==> images/wires.png <==
(2 px per µm) Two of the layers only.
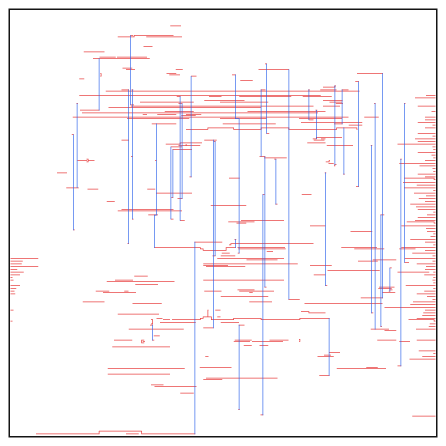
==> images/io_fan.png <==
(2 px per µm)
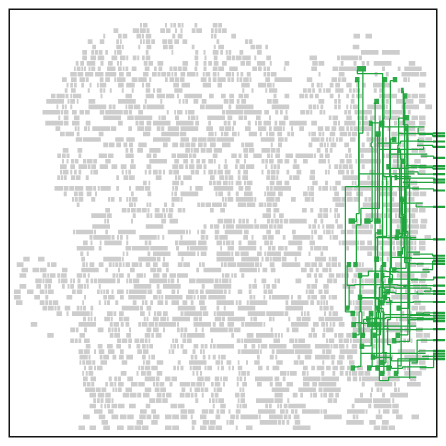
<file path="config.mk">
export PLATFORM = sky130hd
export DESIGN_NAME = mdu_iter
export DESIGN_NICKNAME = d
export VERILOG_FILES = /design/src/rtl/mdu_iter.sv
export SDC_FILE = /design/constraint.sdc
export NUM_CORES = 1
export LEC_CHECK = 0
export CORE_MARGIN = 1.5
export CORE_UTILIZATION = 35
export DETAILED_ROUTE_END_ITERATION = 16
export PLACE_DENSITY_LB_ADDON = 0.2
export SLEW_MARGIN = 25
export SYNTH_ARGS = -nofsm -noshare
export SYNTH_HDL_FRONTEND = slang
export SYNTH_SLANG_ARGS = --single-unit
</file>
<file path="constraint.sdc">
create_clock -name clk_i -period 3.45 [get_ports clk_i]
set_input_delay 0.69 -clock clk_i [delete_from_list [all_inputs] [get_ports clk_i]]
set_output_delay 0.69 -clock clk_i [all_outputs]
set_load 0.05 [all_outputs]
</file>
<file path="src/rtl/mdu_iter.sv">
// mdu_iter: radix-2 iterative multiply/divide unit with integrated HI/LO registers.
// Optional MDU_DIVZERO_EXC_EN: divide by zero skips iteration, keeps HI/LO, pulses div_zero_o.
module mdu_iter #(
  parameter int WIDTH = 32,
  parameter int CNT_W = 6
) (
  input  logic             clk_i,
  input  logic             rst_ni,
  input  logic             start_i,
  input  logic [1:0]       op_i,
  input  logic [WIDTH-1:0] a_i,
  input  logic [WIDTH-1:0] b_i,
  input  logic             hi_we_i,
  input  logic             lo_we_i,
  input  logic [WIDTH-1:0] wd_i,
`ifdef MDU_DIVZERO_EXC_EN
  output logic             div_zero_o,
`endif
  output logic             busy_o,
  output logic             done_o,
  output logic [WIDTH-1:0] hi_o,
  output logic [WIDTH-1:0] lo_o
);

  typedef enum logic [1:0] {S_IDLE, S_RUN, S_FIX} state_e;

  state_e               state_q, state_d;
  logic [CNT_W-1:0]     cnt_q, cnt_d;
  logic                 div_q, div_d;
  logic                 negq_q, negq_d;
  logic                 negr_q, negr_d;
  logic                 dz_q, dz_d;
  logic [WIDTH-1:0]     m_q, m_d;
  logic [2*WIDTH-1:0]   acc_q, acc_d;
  logic [WIDTH-1:0]     hi_q, hi_d;
  logic [WIDTH-1:0]     lo_q, lo_d;
  logic                 done_q, done_d;
  logic                 divz_q, divz_d;

  logic                 sgn_a, sgn_b;
  logic [WIDTH-1:0]     a_mag, b_mag;
  logic [WIDTH:0]       mul_sum;
  logic [2*WIDTH-1:0]   mul_next;
  logic [WIDTH:0]       shifted;
  logic                 ge;
  logic [WIDTH-1:0]     diff;
  logic [2*WIDTH-1:0]   div_next;
  logic [2*WIDTH-1:0]   prod;
  logic [WIDTH-1:0]     quo, rem;

  assign sgn_a = ~op_i[0] & a_i[WIDTH-1];
  assign sgn_b = ~op_i[0] & b_i[WIDTH-1];
  assign a_mag = sgn_a ? -a_i : a_i;
  assign b_mag = sgn_b ? -b_i : b_i;

  // Multiply: accumulator upper half adds the multiplicand, whole thing shifts right.
  assign mul_sum  = {1'b0, acc_q[2*WIDTH-1:WIDTH]} + (acc_q[0] ? {1'b0, m_q} : '0);
  assign mul_next = {mul_sum, acc_q[WIDTH-1:1]};

  // Divide: upper half is the remainder, lower half shifts dividend out and quotient in.
  assign shifted  = acc_q[2*WIDTH-1:WIDTH-1];
  assign ge       = shifted >= {1'b0, m_q};
  assign diff     = shifted[WIDTH-1:0] - m_q;
  assign div_next = {(ge ? diff : shifted[WIDTH-1:0]), acc_q[WIDTH-2:0], ge};

  assign prod = negq_q ? -acc_q : acc_q;
  assign quo  = dz_q ? '1 : (negq_q ? -acc_q[WIDTH-1:0] : acc_q[WIDTH-1:0]);
  assign rem  = negr_q ? -acc_q[2*WIDTH-1:WIDTH] : acc_q[2*WIDTH-1:WIDTH];

  always_comb begin
    state_d = state_q;
    cnt_d   = cnt_q;
    div_d   = div_q;
    negq_d  = negq_q;
    negr_d  = negr_q;
    dz_d    = dz_q;
    m_d     = m_q;
    acc_d   = acc_q;
    hi_d    = hi_q;
    lo_d    = lo_q;
    done_d  = 1'b0;
    divz_d  = 1'b0;
    unique case (state_q)
      S_IDLE: begin
        if (hi_we_i) hi_d = wd_i;
        if (lo_we_i) lo_d = wd_i;
        if (start_i) begin
          div_d   = op_i[1];
          negq_d  = sgn_a ^ sgn_b;
          negr_d  = sgn_a;
          dz_d    = (b_i == '0);
          m_d     = op_i[1] ? b_mag : a_mag;
          acc_d   = {{WIDTH{1'b0}}, (op_i[1] ? a_mag : b_mag)};
          cnt_d   = CNT_W'(WIDTH);
          state_d = S_RUN;
`ifdef MDU_DIVZERO_EXC_EN
          if (op_i[1] && (b_i == '0)) state_d = S_FIX;
`endif
        end
      end
      S_RUN: begin
        acc_d = div_q ? div_next : mul_next;
        cnt_d = cnt_q - CNT_W'(1);
        if (cnt_q == CNT_W'(1)) state_d = S_FIX;
      end
      S_FIX: begin
        state_d = S_IDLE;
        done_d  = 1'b1;
`ifdef MDU_DIVZERO_EXC_EN
        if (div_q && dz_q) begin
          divz_d = 1'b1;
        end else if (div_q) begin
          hi_d = rem;
          lo_d = quo;
        end else begin
          {hi_d, lo_d} = prod;
        end
`else
        if (div_q) begin
          hi_d = rem;
          lo_d = quo;
        end else begin
          {hi_d, lo_d} = prod;
        end
`endif
      end
      default: state_d = S_IDLE;
    endcase
  end

  always_ff @(posedge clk_i or negedge rst_ni) begin
    if (!rst_ni) begin
      state_q <= S_IDLE;
      cnt_q   <= '0;
      div_q   <= 1'b0;
      negq_q  <= 1'b0;
      negr_q  <= 1'b0;
      dz_q    <= 1'b0;
      m_q     <= '0;
      acc_q   <= '0;
      hi_q    <= '0;
      lo_q    <= '0;
      done_q  <= 1'b0;
      divz_q  <= 1'b0;
    end else begin
      state_q <= state_d;
      cnt_q   <= cnt_d;
      div_q   <= div_d;
      negq_q  <= negq_d;
      negr_q  <= negr_d;
      dz_q    <= dz_d;
      m_q     <= m_d;
      acc_q   <= acc_d;
      hi_q    <= hi_d;
      lo_q    <= lo_d;
      done_q  <= done_d;
      divz_q  <= divz_d;
    end
  end

  assign busy_o = (state_q != S_IDLE);
  assign done_o = done_q;
  assign hi_o   = hi_q;
  assign lo_o   = lo_q;
`ifdef MDU_DIVZERO_EXC_EN
  assign div_zero_o = divz_q;
`else
  logic unused_divz;
  assign unused_divz = divz_q;
`endif

endmodule

</file>
==> deck_impl_summary.md <==
Implementation Results

Outcome
  – Status: completed

Layout
  – N_diodes: 2
  – Util after Layout: 0.440
  – Flop share of the area: 0.228
  – #MultiIn Comb: 1627
  – Non-clk invs: 69
  – Layout cell share with drive strength beyond 1: 0.0949
  – Logic share of the area: 0.544
  – Registers: 173
  – Clk_buf instances: 17
  – Largest register FFs: 64
  – Nets@finish: 2365
  – Signal buf overhead: 0.144
  – Buffers, non-clock: 302
  – Top reg by flops: acc_q

Die
  – Die H: 213 µm
  – Num rows: 76
  – Initial Utilization: 0.357
  – Tap Cells: 585

Flow run
  – Max-Cap Viols: 0

Critical path
  – Max incr delay on CP: 560 ps
  – Crit path cell chain: inv_1, ha_1, a21o_1, a31oi_1, a2111oi_4, or4_4, a31oi_4, buf_4, mux2i_1, o21ai_0
  – Slowest CP cell: or4_4
  – Critical Path Source: m_q[4]$_DFFE_PN0P_
  – WP buf/inv: 2
  – Critical path arrival: 3690 ps
  – Crit end category: flip-flop
  – Worst-case reg-to-reg path depth: 10
  – Crit path depth: 10
  – Startpoint types: flip-flop
  – CP Class: flip-flop to flip-flop
  – Reg2Reg Launch Point: m_q[4]$_DFFE_PN0P_
  – Critical path data required time: 3790 ps

Power and ir drop
  – Sequential power: 0.00404 W
  – Combinational share of power: 0.720
  – Design Power: 0.0217 W
  – Clock group: 0.00203 W
  – Sequential power share: 0.186
  – Pwr Density: 1140 nW/µm²
  – P_int: 0.0101 W
  – Comb pwr: 0.0156 W
  – Sw Share: 0.534
  – Max IR drop VDD: 417 µV
  – Top power group: combinational logic

GRT
  – Met3 usage: 0.0419
  – Antenna violations before repair: 0
  – Met2 usage: 0.439
  – Most used routing layer in global routing: met2
  – First-pass GRT wire length: 91900 µm
  – Routing usage on met1: 0.357

Synth
  – Synth Flop Type: dfrtp_1
  – Mux share: 0.0281
  – Yosys stat chip area: 15400 µm²
  – Mapped Area: 15400 µm²
  – Main logic family after synthesis: AND-OR/OR-AND gates
  – Dominant cell area share: 0.281
  – Asr flop ratio synth: 1.00
  – Distinct cells, synth: 84
  – Area leader, netlist: dfrtp_1
  – Top cells, area: dfrtp_1, o21ai_0, a21oi_1, ha_1, xnor2_1
  – Aoi share: 0.285
  – Ys cells: 2004
  – Sequential area share after synthesis: 0.281
  – Xor+xnor area frac: 0.0936

STA
  – Tcrit/Tclk final: 0.971
  – Hold Fails Final Rpt: 0
  – Hold Slack: 190 ps
  – Final setup TNS: 0 ps
  – Skew final: 19.4 ps
  – Crit path time final: 3350 ps
  – Slew @ Worst Pin: 945 ps
  – Final Setup Violations: 0

CTS
  – Post-CTS Resized: 0
  – Hold_buf cts: 0
  – Clock root buffer: clkbuf_16
  – H-tree Lvls: 4
  – Worst-path clk slew: 80 ps
  – Num CTS Buffers: 17
  – Post-CTS Setup Bufs: 0

Detailed routing
  – Met2 WL post-DR: 28100 µm
  – DR top layer: met4
  – Routed wire per std cell: 21.8 µm
  – Post-route ant nets: 0
  – DRC: 0
  – Routed met1 length: 27000 µm
  – DRT iter0 DRCs: 1188

Placed design
  – Placed cell areas: 18400 µm²
  – Detailed placement HPWL: 49000 µm
  – DP Worst Slack: 54.8 ps
  – Routability cong.: 0.922

Min path
  – Hold Path Class: primary input to async pin
## Picture notes: wires.png
colour	layer	wire length
blue	metal 4	2150 µm
red	metal 3	3710 µm
gr usage total: 0.269
Vias: 16100
Detailed Route WL: 60900 µm

## Picture notes: io_fan.png
colour	port	bits	direction	edge	end cells	buffers	wire
green	wd_i	32	input	right	63	32	3080 µm
# IOs: 169
IO Port Bufs: 168

Power figures rest on the tool's default switching activity, not on a simulated workload.
